<file path="config.mk">
export PLATFORM = sky130hd
export DESIGN_NAME = shift_add_multiplier
export DESIGN_NICKNAME = d
export VERILOG_FILES = /design/src/rtl/mult_pkg.sv /design/src/rtl/bit_counter.sv /design/src/rtl/shift_add_multiplier.sv
export SDC_FILE = /design/constraint.sdc
export NUM_CORES = 1
export LEC_CHECK = 0
export CAP_MARGIN = 20
export CORE_ASPECT_RATIO = 1.2
export CORE_MARGIN = 5
export CORE_UTILIZATION = 56
export DETAILED_ROUTE_END_ITERATION = 10
export GPL_ROUTABILITY_DRIVEN = 0
export GPL_TIMING_DRIVEN = 0
export PLACE_DENSITY = 0.88
export SLEW_MARGIN = 15
export SYNTH_ARGS = -nofsm -noshare
export SYNTH_HDL_FRONTEND = slang
export SYNTH_SLANG_ARGS = --single-unit
</file>
<file path="constraint.sdc">
create_clock -name clk -period 2.9 [get_ports clk]
set_input_delay 0.725 -clock clk [delete_from_list [all_inputs] [get_ports clk]]
set_output_delay 0.725 -clock clk [all_outputs]
set_load 0.01 [all_outputs]
</file>
<file path="src/rtl/mult_pkg.sv">
// rtl/mult_pkg.sv - shared types and helpers for the shift-add multiply-accumulate
// Purpose: FSM state encoding and the counter-width helper used by
//          shift_add_multiplier and bit_counter.
// Ports:   none (package).
package mult_pkg;

  typedef enum logic [1:0] {
    IDLE = 2'd0,
    RUN  = 2'd1,
    DONE = 2'd2
  } mult_state_t;

  // Width of the RUN counter: enough bits to hold 0..word_length-1.
  function automatic int count_width(input int word_length);
    return (word_length < 2) ? 1 : $clog2(word_length);
  endfunction

endpackage

</file>
<file path="src/rtl/bit_counter.sv">
// rtl/bit_counter.sv - RUN-phase bit counter with terminal-count flag
// Purpose: counts processed multiplier bits; terminal is high while the
//          count equals WORD_LENGTH-1 (the last bit of the operation).
// Ports:   clk, reset (sync, active-low), clear (restart at 0),
//          enable (advance by one), terminal (last-bit flag).
module bit_counter
  import mult_pkg::*;
#(
  parameter int WORD_LENGTH = 16
) (
  input  logic clk,
  input  logic reset,
  input  logic clear,
  input  logic enable,
  output logic terminal
);

  localparam int CW = count_width(WORD_LENGTH);
  localparam logic [CW-1:0] LAST = CW'(WORD_LENGTH - 1);

  logic [CW-1:0] count;

  always_ff @(posedge clk) begin
    if (!reset) begin
      count <= '0;
    end else if (clear) begin
      count <= '0;
    end else if (enable) begin
      count <= count + CW'(1);
    end
  end

  assign terminal = (count == LAST);

endmodule

</file>
<file path="src/rtl/shift_add_multiplier.sv">
// rtl/shift_add_multiplier.sv - sequential unsigned multiply-accumulate, one bit per clock
// Purpose: product = multiplicand * multiplier + addend using shift-and-add.
// Ports:   clk, reset (sync, active-low), start (sampled in IDLE),
//          multiplicand / multiplier / addend (captured on accepted start),
//          product (registered, held until next completion or reset),
//          busy (high in RUN and DONE), done (one-cycle pulse on product update).
module shift_add_multiplier
  import mult_pkg::*;
#(
  parameter int WORD_LENGTH = 16
) (
  input  logic                     clk,
  input  logic                     reset,
  input  logic                     start,
  input  logic [WORD_LENGTH-1:0]   multiplicand,
  input  logic [WORD_LENGTH-1:0]   multiplier,
  input  logic [WORD_LENGTH-1:0]   addend,
  output logic [2*WORD_LENGTH-1:0] product,
  output logic                     busy,
  output logic                     done
);

  localparam int PW = 2 * WORD_LENGTH;

  mult_state_t state, next_state;

  logic [PW-1:0]          mcand;
  logic [WORD_LENGTH-1:0] mplier;
  logic [PW-1:0]          acc;

  logic load, step, finish, last_bit;

  bit_counter #(.WORD_LENGTH(WORD_LENGTH)) u_bit_counter (
    .clk      (clk),
    .reset    (reset),
    .clear    (load),
    .enable   (step),
    .terminal (last_bit)
  );

  // State register
  always_ff @(posedge clk) begin
    if (!reset) begin
      state <= IDLE;
    end else begin
      state <= next_state;
    end
  end

  // Next-state logic
  always_comb begin
    next_state = state;
    case (state)
      IDLE:    if (start) next_state = RUN;
      RUN:     if (last_bit) next_state = DONE;
      DONE:    next_state = IDLE;
      default: next_state = IDLE;
    endcase
  end

  // Per-state control strobes
  always_comb begin
    load   = 1'b0;
    step   = 1'b0;
    finish = 1'b0;
    case (state)
      IDLE:    load   = start;
      RUN:     step   = 1'b1;
      DONE:    finish = 1'b1;
      default: ;
    endcase
  end

  // Datapath and registered outputs. acc is double width, so the
  // worst case (2^W-1)^2 + (2^W-1) always fits and no overflow handling exists.
  always_ff @(posedge clk) begin
    if (!reset) begin
      mcand   <= '0;
      mplier  <= '0;
      acc     <= '0;
      product <= '0;
      busy    <= 1'b0;
      done    <= 1'b0;
    end else begin
      if (load) begin
        mcand  <= {{WORD_LENGTH{1'b0}}, multiplicand};
        mplier <= multiplier;
        acc    <= {{WORD_LENGTH{1'b0}}, addend};
      end else if (step) begin
        if (mplier[0]) begin
          acc <= acc + mcand;
        end
        mcand  <= mcand << 1;
        mplier <= mplier >> 1;
      end
      if (finish) begin
        product <= acc;
      end
      done <= finish;
      // Registered from next_state so busy covers exactly the RUN and DONE cycles.
      busy <= (next_state != IDLE);
    end
  end

endmodule

</file>
Power grid:
The bar under the picture is 20 µm long. Pins as bars on the die edge.
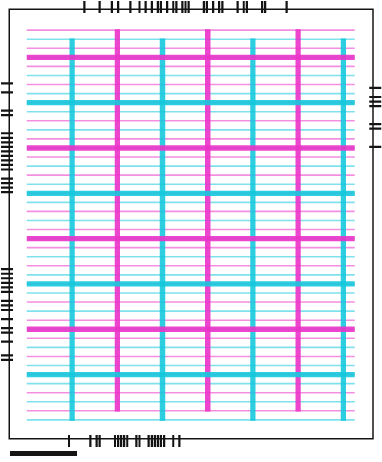
Magenta is VDD. Cyan is VSS.
85 signal pins sit on the boundary. 7 straps on met4.

Cells coloured by class:
The bar under the picture is 20 µm long.
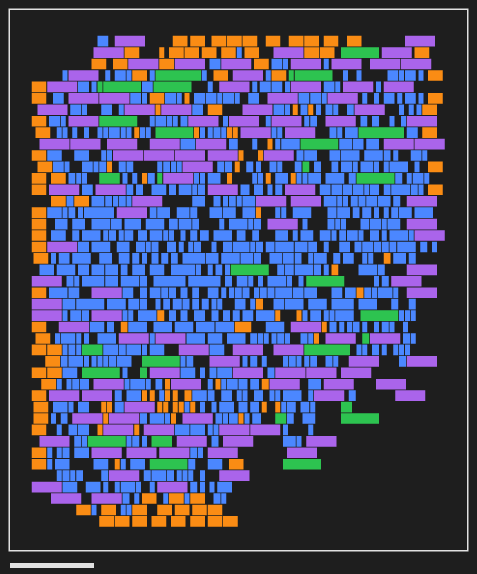
Blue is combinational and other logic, cells 644, share of their area 49%. Purple is flops, cells 120, share of their area 30%. Green is clock drivers and dummy loads, cells 31, share of their area 7.5%. Orange is other buffers and delay cells, cells 137, share of their area 13%.

==> reports/metrics.csv <==
metric;value;unit
synth_chip_area;6550;µm²
ir_drop;0.417;mV
cts_made_buffers;17;
clock_buffers;23;
dpl_cell_area;7580;µm²
routedWlPerCell;16.2;µm
edf_count;0;
cts_resized;0;
area_leaders;dfxtp_1 37%, nand2_1 13%, ha_1 6.1%;
tightestPinTransition;637;ps
chip_area;14000;µm²
pg_seq;1.78;mW
p_switching;1.11;mW
cts_hold_buf;0;
seq_area_frac;0.294;
stdcell_area;8180;µm²
status;finished, final reports clean;
dp.cells;1058;
fin_util;0.711;
end_kind;flip-flop;
comb_area_frac;0.478;
pre_cts_ws;157;ps
dr_wl_met2;8770;µm
ys_ff;120;
rows;43;
hold_class;reg2reg;
cts_tree;yes;
clk-insertion-delay-late;420;ps
detail_route.first_pass.iterations;5;
synthCells;817;
ys_seq_frac;0.367;
grt_antenna_before_repair;0;
maxPowerGroup;clock;
yosysTopAreaCellShare;0.367;
top_area_cell;dfxtp_1;
numSequentialCells;120;
cts.sinks;120;
setup_viol;0;
yosys_warnings;0;
grt_pass1_wl;28400;µm
clock_power;2.12;mW
via_per_inst;5.86;
maxCapViolCount;0;
ff_type;dfxtp_1;
clk_share;0.0731;
start_kind;flip-flop;
setup_slack;210;ps
top_layer_used;met4;
Routed clock nets over the placement:
The bar under the picture is 20 µm long.
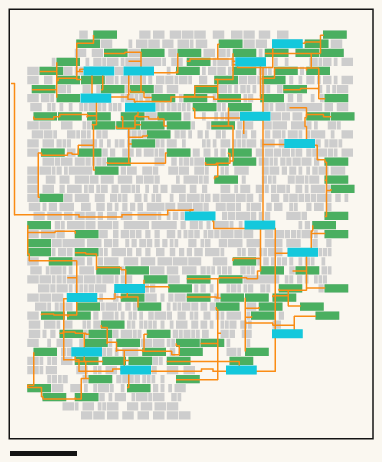
Cyan is clock drivers, count 17. Green is flip-flops, count 120. Orange is clock wires, length 1500 µm.
There are 18 routed clock nets. Position of the flops: spread over the die.

-- cells in the mapped netlist, types with 2 or more instances --
cell      number
nand2_1      225
dfxtp_1      120
a21oi_1       63
clkbuf_1      41
nand3_1       40
o211a_1       36
a21boi_0      33
ha_1          32
nor2_1        26
o21ai_1       21
xor2_1        21
o21ai_0       18
a21o_1        13
xnor2_1       11
a31oi_1        8
buf_2          8
o211ai_1       7
a211oi_2       6
and2_1         6
a211oi_1       5
o21bai_1       5
nor2b_1        4
nor3_1         4
o21a_1         4
and3_1         3
buf_1          3
inv_1          3
nand2b_1       3
nand4_1        3
a22oi_1        2
a31o_1         2
a41oi_1        2
and3_4         2
o221ai_1       2
o31ai_1        2
o31ai_4        2
o32ai_1        2
or2_1          2
-- critical path: stages, from the launching register on --
cell     delay (ps)
dfxtp_1         340
ha_1            260
fa_1            440
a21o_1          240
a31o_1          230
a21oi_2         310
o31ai_4         180
a31oi_1         290
xor2_1          200
o21ai_1          70
-- worst max path at each step --
stage                   from        end
detailed placement     reset  mcand[24]
global placement       reset  mcand[26]
finish              mcand[0]    acc[30]
CTS                 mcand[0]    acc[30]
global route        mcand[0]    acc[30]
floorplan           mcand[0]    acc[30]
-- state kept, by name, summed over array words and instances, names as in the netlist --
register / flops
done: 1
acc: 32
product: 32
mcand: 32
u_bit_counter.count: 4
busy: 1
state: 2
mplier: 16
-- kinds of logic (layout without fill, tap and decap cells) --
kind of cell             count (synthesis)  in the layout  share of synthesized area
AND/OR/NAND/NOR                        324            324                      0.208
AND-OR/OR-AND                          250            250                      0.281
flip-flops                             120            120                      0.367
buffers and inverters                   57            172                     0.0354
adder cells (fa/ha/maj)                 33             33                     0.0642
XOR/XNOR                                32             32                     0.0428
multiplexers                             1              1                    0.00153
No activity file was given, so power comes from the tool's default toggle rates.
